`config.mk`:
```
export PLATFORM = sky130hd
export DESIGN_NAME = enemy_wave_scheduler_flat
export DESIGN_NICKNAME = d
export VERILOG_FILES = /design/src/rtl/enemy_wave_scheduler_if.sv /design/src/rtl/enemy_wave_scheduler.sv /design/src/flat_wrapper.sv
export SDC_FILE = /design/constraint.sdc
export NUM_CORES = 1
export LEC_CHECK = 0
export CORE_MARGIN = 2
export CORE_UTILIZATION = 40
export CTS_CLUSTER_DIAMETER = 40
export DETAILED_ROUTE_END_ITERATION = 8
export PLACE_DENSITY = 0.72
export SYNTH_ARGS = -nofsm -noshare
export SYNTH_HDL_FRONTEND = slang
export SYNTH_SLANG_ARGS = --single-unit
export TNS_END_PERCENT = 30
```
`constraint.sdc`:
```
create_clock -name clk -period 6.9 [get_ports clk]
set_input_delay 0.69 -clock clk [delete_from_list [all_inputs] [get_ports clk]]
set_output_delay 0.69 -clock clk [all_outputs]
set_load 0.01 [all_outputs]
```
`src/rtl/enemy_wave_scheduler_if.sv`:
```
// Bus between the wave scheduler and the game/enemy side.
// Signalling: every control input and output is either a level or a
// single-cycle pulse, qualified only by the clock edge. There is no
// back-pressure. startOfFrame, start, spawn, killPulse and waveCleared are
// one-cycle pulses. killCount is meaningful only while killPulse is high.
// pause, hit, alive, wave, enemySpeed, gameWon and fsmState are levels.
interface enemy_wave_scheduler_if;
    logic       startOfFrame;
    logic       start;
    logic       pause;
    logic [3:0] hit;
    logic [3:0] spawn;
    logic [3:0] alive;
    logic [2:0] wave;
    logic [7:0] enemySpeed;
    logic       killPulse;
    logic [2:0] killCount;
    logic       waveCleared;
    logic       gameWon;
    logic [2:0] fsmState;

    // Scheduler side
    modport master (
        input  startOfFrame, start, pause, hit,
        output spawn, alive, wave, enemySpeed, killPulse, killCount,
               waveCleared, gameWon, fsmState
    );

    // Game-state / enemy side
    modport slave (
        output startOfFrame, start, pause, hit,
        input  spawn, alive, wave, enemySpeed, killPulse, killCount,
               waveCleared, gameWon, fsmState
    );
endinterface

```
`src/rtl/enemy_wave_scheduler.sv`:
```
// Enemy wave scheduler: spawns up to four enemy slots per wave at a fixed
// frame cadence, tracks which slots are alive from collision reports and
// steps through waves with increasing horizontal speed.
module enemy_wave_scheduler #(
    parameter int SPAWN_INTERVAL = 32,
    parameter int GAP_FRAMES     = 60,
    parameter int MAX_WAVES      = 5,
    parameter int BASE_SPEED     = 80,
    parameter int SPEED_STEP     = 20
) (
    input logic                    clk,
    input logic                    resetN,
    enemy_wave_scheduler_if.master bus
);

    typedef enum logic [2:0] {
        IDLE     = 3'd0,
        SPAWN    = 3'd1,
        ACTIVE   = 3'd2,
        WAVE_GAP = 3'd3,
        DONE     = 3'd4
    } state_t;

    // The frame counter serves both the spawn cadence and the inter-wave gap.
    localparam int MAX_FRAMES = (SPAWN_INTERVAL > GAP_FRAMES) ? SPAWN_INTERVAL : GAP_FRAMES;
    localparam int CNT_W      = ($clog2(MAX_FRAMES) > 6) ? $clog2(MAX_FRAMES) : 6;

    localparam logic [CNT_W-1:0] SPAWN_LAST = CNT_W'(SPAWN_INTERVAL - 1);
    localparam logic [CNT_W-1:0] GAP_LAST   = CNT_W'(GAP_FRAMES - 1);
    localparam logic [2:0]       LAST_WAVE  = 3'(MAX_WAVES);
    localparam logic [7:0]       IDLE_SPEED = 8'(BASE_SPEED);

    // Per-wave speed, saturating at the 8-bit ceiling; only called with w >= 1.
    function automatic logic [7:0] speedFor(input logic [2:0] w);
        int s;
        s = BASE_SPEED + (int'(w) - 1) * SPEED_STEP;
        if (s > 255) s = 255;
        if (s < 0)   s = 0;
        return 8'(s);
    endfunction

    // Wave n spawns n+1 enemies, capped by the four available slots.
    function automatic logic [2:0] spawnCountFor(input logic [2:0] w);
        return (w >= 3'd3) ? 3'd4 : (w + 3'd1);
    endfunction

    state_t           state,        stateNxt;
    logic [CNT_W-1:0] frameCnt,     frameCntNxt;
    logic [1:0]       nextSlot,     nextSlotNxt;
    logic [2:0]       toSpawn,      toSpawnNxt;
    logic [3:0]       aliveR,       aliveNxt;
    logic [2:0]       waveR,        waveNxt;
    logic [7:0]       speedR,       speedNxt;
    logic [3:0]       spawnR,       spawnNxt;
    logic             killPulseR,   killPulseNxt;
    logic [2:0]       killCountR,   killCountNxt;
    logic             waveClearedR, waveClearedNxt;
    logic [3:0]       spawnMask;
    logic [3:0]       killMask;

    // State and output registers; reset wins over everything, including pause.
    always_ff @(posedge clk) begin
        if (resetN) begin
            state        <= IDLE;
            frameCnt     <= '0;
            nextSlot     <= '0;
            toSpawn      <= '0;
            aliveR       <= '0;
            waveR        <= '0;
            speedR       <= IDLE_SPEED;
            spawnR       <= '0;
            killPulseR   <= 1'b0;
            killCountR   <= '0;
            waveClearedR <= 1'b0;
        end else begin
            state        <= stateNxt;
            frameCnt     <= frameCntNxt;
            nextSlot     <= nextSlotNxt;
            toSpawn      <= toSpawnNxt;
            aliveR       <= aliveNxt;
            waveR        <= waveNxt;
            speedR       <= speedNxt;
            spawnR       <= spawnNxt;
            killPulseR   <= killPulseNxt;
            killCountR   <= killCountNxt;
            waveClearedR <= waveClearedNxt;
        end
    end

    // Next-state logic: wave sequencing, spawn cadence and hit processing.
    always_comb begin
        stateNxt       = state;
        frameCntNxt    = frameCnt;
        nextSlotNxt    = nextSlot;
        toSpawnNxt     = toSpawn;
        aliveNxt       = aliveR;
        waveNxt        = waveR;
        speedNxt       = speedR;
        waveClearedNxt = 1'b0;
        spawnMask      = 4'b0000;
        killMask       = 4'b0000;

        // Pause freezes everything; pulses simply stay low.
        if (!bus.pause) begin
            case (state)
                IDLE, DONE: begin
                    if (bus.start) begin
                        stateNxt    = SPAWN;
                        waveNxt     = 3'd1;
                        speedNxt    = speedFor(3'd1);
                        toSpawnNxt  = spawnCountFor(3'd1);
                        nextSlotNxt = 2'd0;
                        frameCntNxt = SPAWN_LAST;
                        aliveNxt    = 4'b0000;
                    end
                end

                SPAWN: begin
                    if (bus.startOfFrame) begin
                        if (frameCnt == SPAWN_LAST) begin
                            spawnMask   = 4'b0001 << nextSlot;
                            nextSlotNxt = nextSlot + 2'd1;
                            toSpawnNxt  = toSpawn - 3'd1;
                            frameCntNxt = '0;
                            if (toSpawn == 3'd1) begin
                                stateNxt = ACTIVE;
                            end
                        end else begin
                            frameCntNxt = frameCnt + CNT_W'(1);
                        end
                    end
                    // A slot being spawned this cycle is never killed by a hit.
                    killMask = bus.hit & aliveR & ~spawnMask;
                end

                ACTIVE: begin
                    if (aliveR == 4'b0000) begin
                        waveClearedNxt = 1'b1;
                        if (waveR == LAST_WAVE) begin
                            stateNxt = DONE;
                        end else begin
                            stateNxt    = WAVE_GAP;
                            frameCntNxt = '0;
                        end
                    end else begin
                        killMask = bus.hit & aliveR;
                    end
                end

                WAVE_GAP: begin
                    if (bus.startOfFrame) begin
                        if (frameCnt == GAP_LAST) begin
                            stateNxt    = SPAWN;
                            waveNxt     = waveR + 3'd1;
                            speedNxt    = speedFor(waveR + 3'd1);
                            toSpawnNxt  = spawnCountFor(waveR + 3'd1);
                            nextSlotNxt = 2'd0;
                            frameCntNxt = SPAWN_LAST;
                        end else begin
                            frameCntNxt = frameCnt + CNT_W'(1);
                        end
                    end
                end

                default: begin
                    stateNxt = IDLE;
                end
            endcase
        end

        aliveNxt     = (aliveNxt & ~killMask) | spawnMask;
        spawnNxt     = spawnMask;
        killPulseNxt = |killMask;
        killCountNxt = {2'b00, killMask[0]} + {2'b00, killMask[1]}
                     + {2'b00, killMask[2]} + {2'b00, killMask[3]};
    end

    assign bus.spawn       = spawnR;
    assign bus.alive       = aliveR;
    assign bus.wave        = waveR;
    assign bus.enemySpeed  = speedR;
    assign bus.killPulse   = killPulseR;
    assign bus.killCount   = killCountR;
    assign bus.waveCleared = waveClearedR;
    assign bus.gameWon     = (state == DONE);
    assign bus.fsmState    = state;

endmodule

```
`src/flat_wrapper.sv`:
```
// flat-port wrapper written by rule: the top's interface ports become plain ports
module enemy_wave_scheduler_flat 
#(
    parameter int SPAWN_INTERVAL = 32,
    parameter int GAP_FRAMES     = 60,
    parameter int MAX_WAVES      = 5,
    parameter int BASE_SPEED     = 80,
    parameter int SPEED_STEP     = 20
)
  (clk, resetN, bus_startOfFrame, bus_start, bus_pause, bus_hit, bus_spawn, bus_alive, bus_wave, bus_enemySpeed, bus_killPulse, bus_killCount, bus_waveCleared, bus_gameWon, bus_fsmState);
  enemy_wave_scheduler_if bus_i ();
  input logic clk;
  input logic resetN;
  input wire logic [$bits(bus_i.startOfFrame)-1:0] bus_startOfFrame;
  input wire logic [$bits(bus_i.start)-1:0] bus_start;
  input wire logic [$bits(bus_i.pause)-1:0] bus_pause;
  input wire logic [$bits(bus_i.hit)-1:0] bus_hit;
  output wire logic [$bits(bus_i.spawn)-1:0] bus_spawn;
  output wire logic [$bits(bus_i.alive)-1:0] bus_alive;
  output wire logic [$bits(bus_i.wave)-1:0] bus_wave;
  output wire logic [$bits(bus_i.enemySpeed)-1:0] bus_enemySpeed;
  output wire logic [$bits(bus_i.killPulse)-1:0] bus_killPulse;
  output wire logic [$bits(bus_i.killCount)-1:0] bus_killCount;
  output wire logic [$bits(bus_i.waveCleared)-1:0] bus_waveCleared;
  output wire logic [$bits(bus_i.gameWon)-1:0] bus_gameWon;
  output wire logic [$bits(bus_i.fsmState)-1:0] bus_fsmState;
  assign bus_i.startOfFrame = bus_startOfFrame;
  assign bus_i.start = bus_start;
  assign bus_i.pause = bus_pause;
  assign bus_i.hit = bus_hit;
  assign bus_spawn = bus_i.spawn;
  assign bus_alive = bus_i.alive;
  assign bus_wave = bus_i.wave;
  assign bus_enemySpeed = bus_i.enemySpeed;
  assign bus_killPulse = bus_i.killPulse;
  assign bus_killCount = bus_i.killCount;
  assign bus_waveCleared = bus_i.waveCleared;
  assign bus_gameWon = bus_i.gameWon;
  assign bus_fsmState = bus_i.fsmState;
  enemy_wave_scheduler #(.SPAWN_INTERVAL(SPAWN_INTERVAL), .GAP_FRAMES(GAP_FRAMES), .MAX_WAVES(MAX_WAVES), .BASE_SPEED(BASE_SPEED), .SPEED_STEP(SPEED_STEP)) u_core (.clk(clk), .resetN(resetN), .bus(bus_i));
endmodule
```
Fig. 1: where the registers sit
Other sequential cells in the stronger gray, the rest of the logic in the fainter gray.
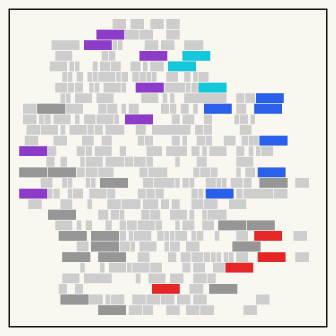
Key: cyan = u_core.bus.fsmState [placed flops 3]; red = u_core.bus.spawn [placed flops 4, where south-east]; blue = u_core.frameCnt [placed flops 6]; purple = u_core.bus.enemySpeed [placed flops 7]
Another 17 sequential cells are not colored.

Fig. 2: signal wires on met3
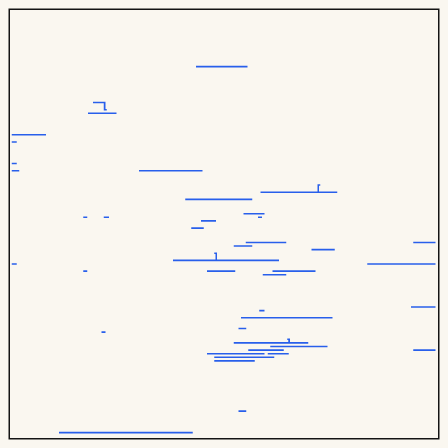
The longest straight run is 25.1 um. 33 nets have wire on it. The layer carries 265 um of wire.

==> worst paths after layout <==
path,start,end,slack [ns],cells after the start
worst max-delay path,u_core.bus.wave[0]$_SDFFE_PP0P_,u_core.bus.enemySpeed[4]$_SDFFE_PP1P_,2.67,20
worst max register to register,u_core.bus.wave[0]$_SDFFE_PP0P_,u_core.bus.enemySpeed[4]$_SDFFE_PP1P_,2.67,20
worst min-delay path,u_core.bus.enemySpeed[5]$_SDFFE_PP0P_,u_core.bus.enemySpeed[5]$_SDFFE_PP0P_,0.46,2
worst min register to register,u_core.bus.enemySpeed[5]$_SDFFE_PP0P_,u_core.bus.enemySpeed[5]$_SDFFE_PP0P_,0.46,2
==> run_results.csv <==
group,metric,value,unit
final_timing,finalSetupTns,0,ns
job,warnings,35,
yosys,synth_area,0.00238,sq mm
finish,fill_cells,564,
setup_path,cp.required,7.13,ns
yosys,ys_sh_aoi,23.4,%
power,internal-power,392,uW
finish,nFlopsAndLatches,37,
final_timing,rsz0062_at_grt,"no",
die,die-width,81.1,um
power,p_comb_share,22.3,%
final_timing,slew_violations,0,
yosys,mux_area_share,0.421,%
placement,pre_cts_ws,2.71,ns
yosys,ys_top_cells_by_count,"dfxtp_1 (37), nor2_1 (25), ha_1 (23)",
final_timing,finalCritPeriodShare,61.3,%
cts,htree_levels,2,
yosys,yosys.area.top_type,"dfxtp_1",
yosys,ys_seq_elements,37,
routing,wl_per_cell,15.1,um
routing,drc,0,
finish,clock_area_share,4.02,%
global_routing,grt_util_met2,29.7,%
power,largestPowerGroup,"registers",
global_routing,grt_overflow,0,
setup_path,crit_path_top_delay_cell,"dfxtp_1",
power,vdd.ir_drop.worst,0.104,mV
power,p_seq_share,42.9,%
yosys,logic_family,"simple AND/OR/NAND/NOR gates",
finish,final_nets,341,
routing,maxUsedRoutingLayer,"met4",
finish,comb_cells,204,
setup_path,worstPathCellList,"inv_1 -> ha_1 -> nand3_1 -> inv_1 -> ha_1 -> ha_1 -> inv_1 -> fa_1 -> xor2_1 -> a21oi_1 -> nand2_1 -> inv_1 -> ha_1 -> nor4_1 -> o211ai_1 -> ha_1 -> inv_1 -> a21oi_1 -> nor3_1 -> o21ai_0",
cts,cts.clk_slew.worst_paths,0.08,ns
finish,seq-cell-share,25.6,%
final_timing,setup_ws,2.67,ns
routing,wirelength,5780,um
finish,n_clock_buffer,7,
yosys,synth_nets,310,
job,drv_cap,0,
global_routing,grt_pass1_vias,2006,
cts,post_cts_buffers,0,
finish,nNonClkBuffers,37,
die,coreArea,0.00582,sq mm
routing,ant_nets,0,
final_timing,clock_skew,0.0102,ns
final_timing,hold_viol,0,
placement,routabilityCongestion,0.881,
yosys,top_cell_area_share,31.1,%
global_routing,grtUsageMet1,27.0,%
cts,clock_path_buffers,2,
finish,logic_area,0.00149,sq mm
yosys,synth-edff-count,0,
yosys,xor_share,1.47,%
die,die_h,81.1,um
yosys,netlist_instances,276,
routing,met3WireLength,264,um
cts,cts_tree,"built",
final_timing,hold_slack,0.458,ns
placement,post-dp-hpwl,4340,um
global_routing,gr-max-usage-layer,"met2",
finish,nonClkBufAreaFrac,12.7,%
die,ios,37,
cts,cts_hold_buf,0,
die,row_count,28,
power,pg_clk,196,uW
worst_hold_path,hp-class,"reg -> reg",
final_timing,max_freq,0.236,GHz
power,pwr-share-clk,34.8,%
global_routing,grt_max_degree,33,
outcome,status,"completed",
setup_path,path_delay_family,"adder cells",
yosys,synth.avg_cell_area,8.62,sq um
yosys,yosysMostFrequentCell,"dfxtp_1",
cts,cts_made_buffers,5,
yosys,fa_ha_area_share,13.8,%
yosys,synthArstFlopShare,0,%
global_routing,antenna_found_initial,0,
setup_path,endpoint_kind,"flop",
finish,largest_class,"multi-input combinational cells",
placement,io_buffer_count,36,
finish,inverters,22,
finish,sh_comb_area,51.6,%
finish,layout_top_cell,"dfxtp_1",
cts,root_buffer,"clkbuf_8",
finish,register_area,741,sq um
routing,drtPass1Iterations,4,
cts,ctsResizeCount,0,
yosys,topCellsByArea,"dfxtp_1 (31%), ha_1 (12%), nor2_1 (3.9%)",
finish,area.growth.synth_to_final,21.7,%
yosys,yosys_warnings,0,
power,swShare,30.2,%
routing,wl_met2,2640,um
final_timing,setup_violations,0,
placement,place_inst,375,
setup_path,worst_ep_arrival_time,4.46,ns
setup_path,crit_buf_inv,5,
finish,antenna_cells,0,
routing,vias,2126,
global_routing,grt_pass1_wl,9860,um
power,pg_seq,241,uW
die,fp_util,40.9,%
yosys,ys_types,65,
routing,viasPerCell,5.55,
Power figures rest on the tool's default switching activity, not on a simulated workload.
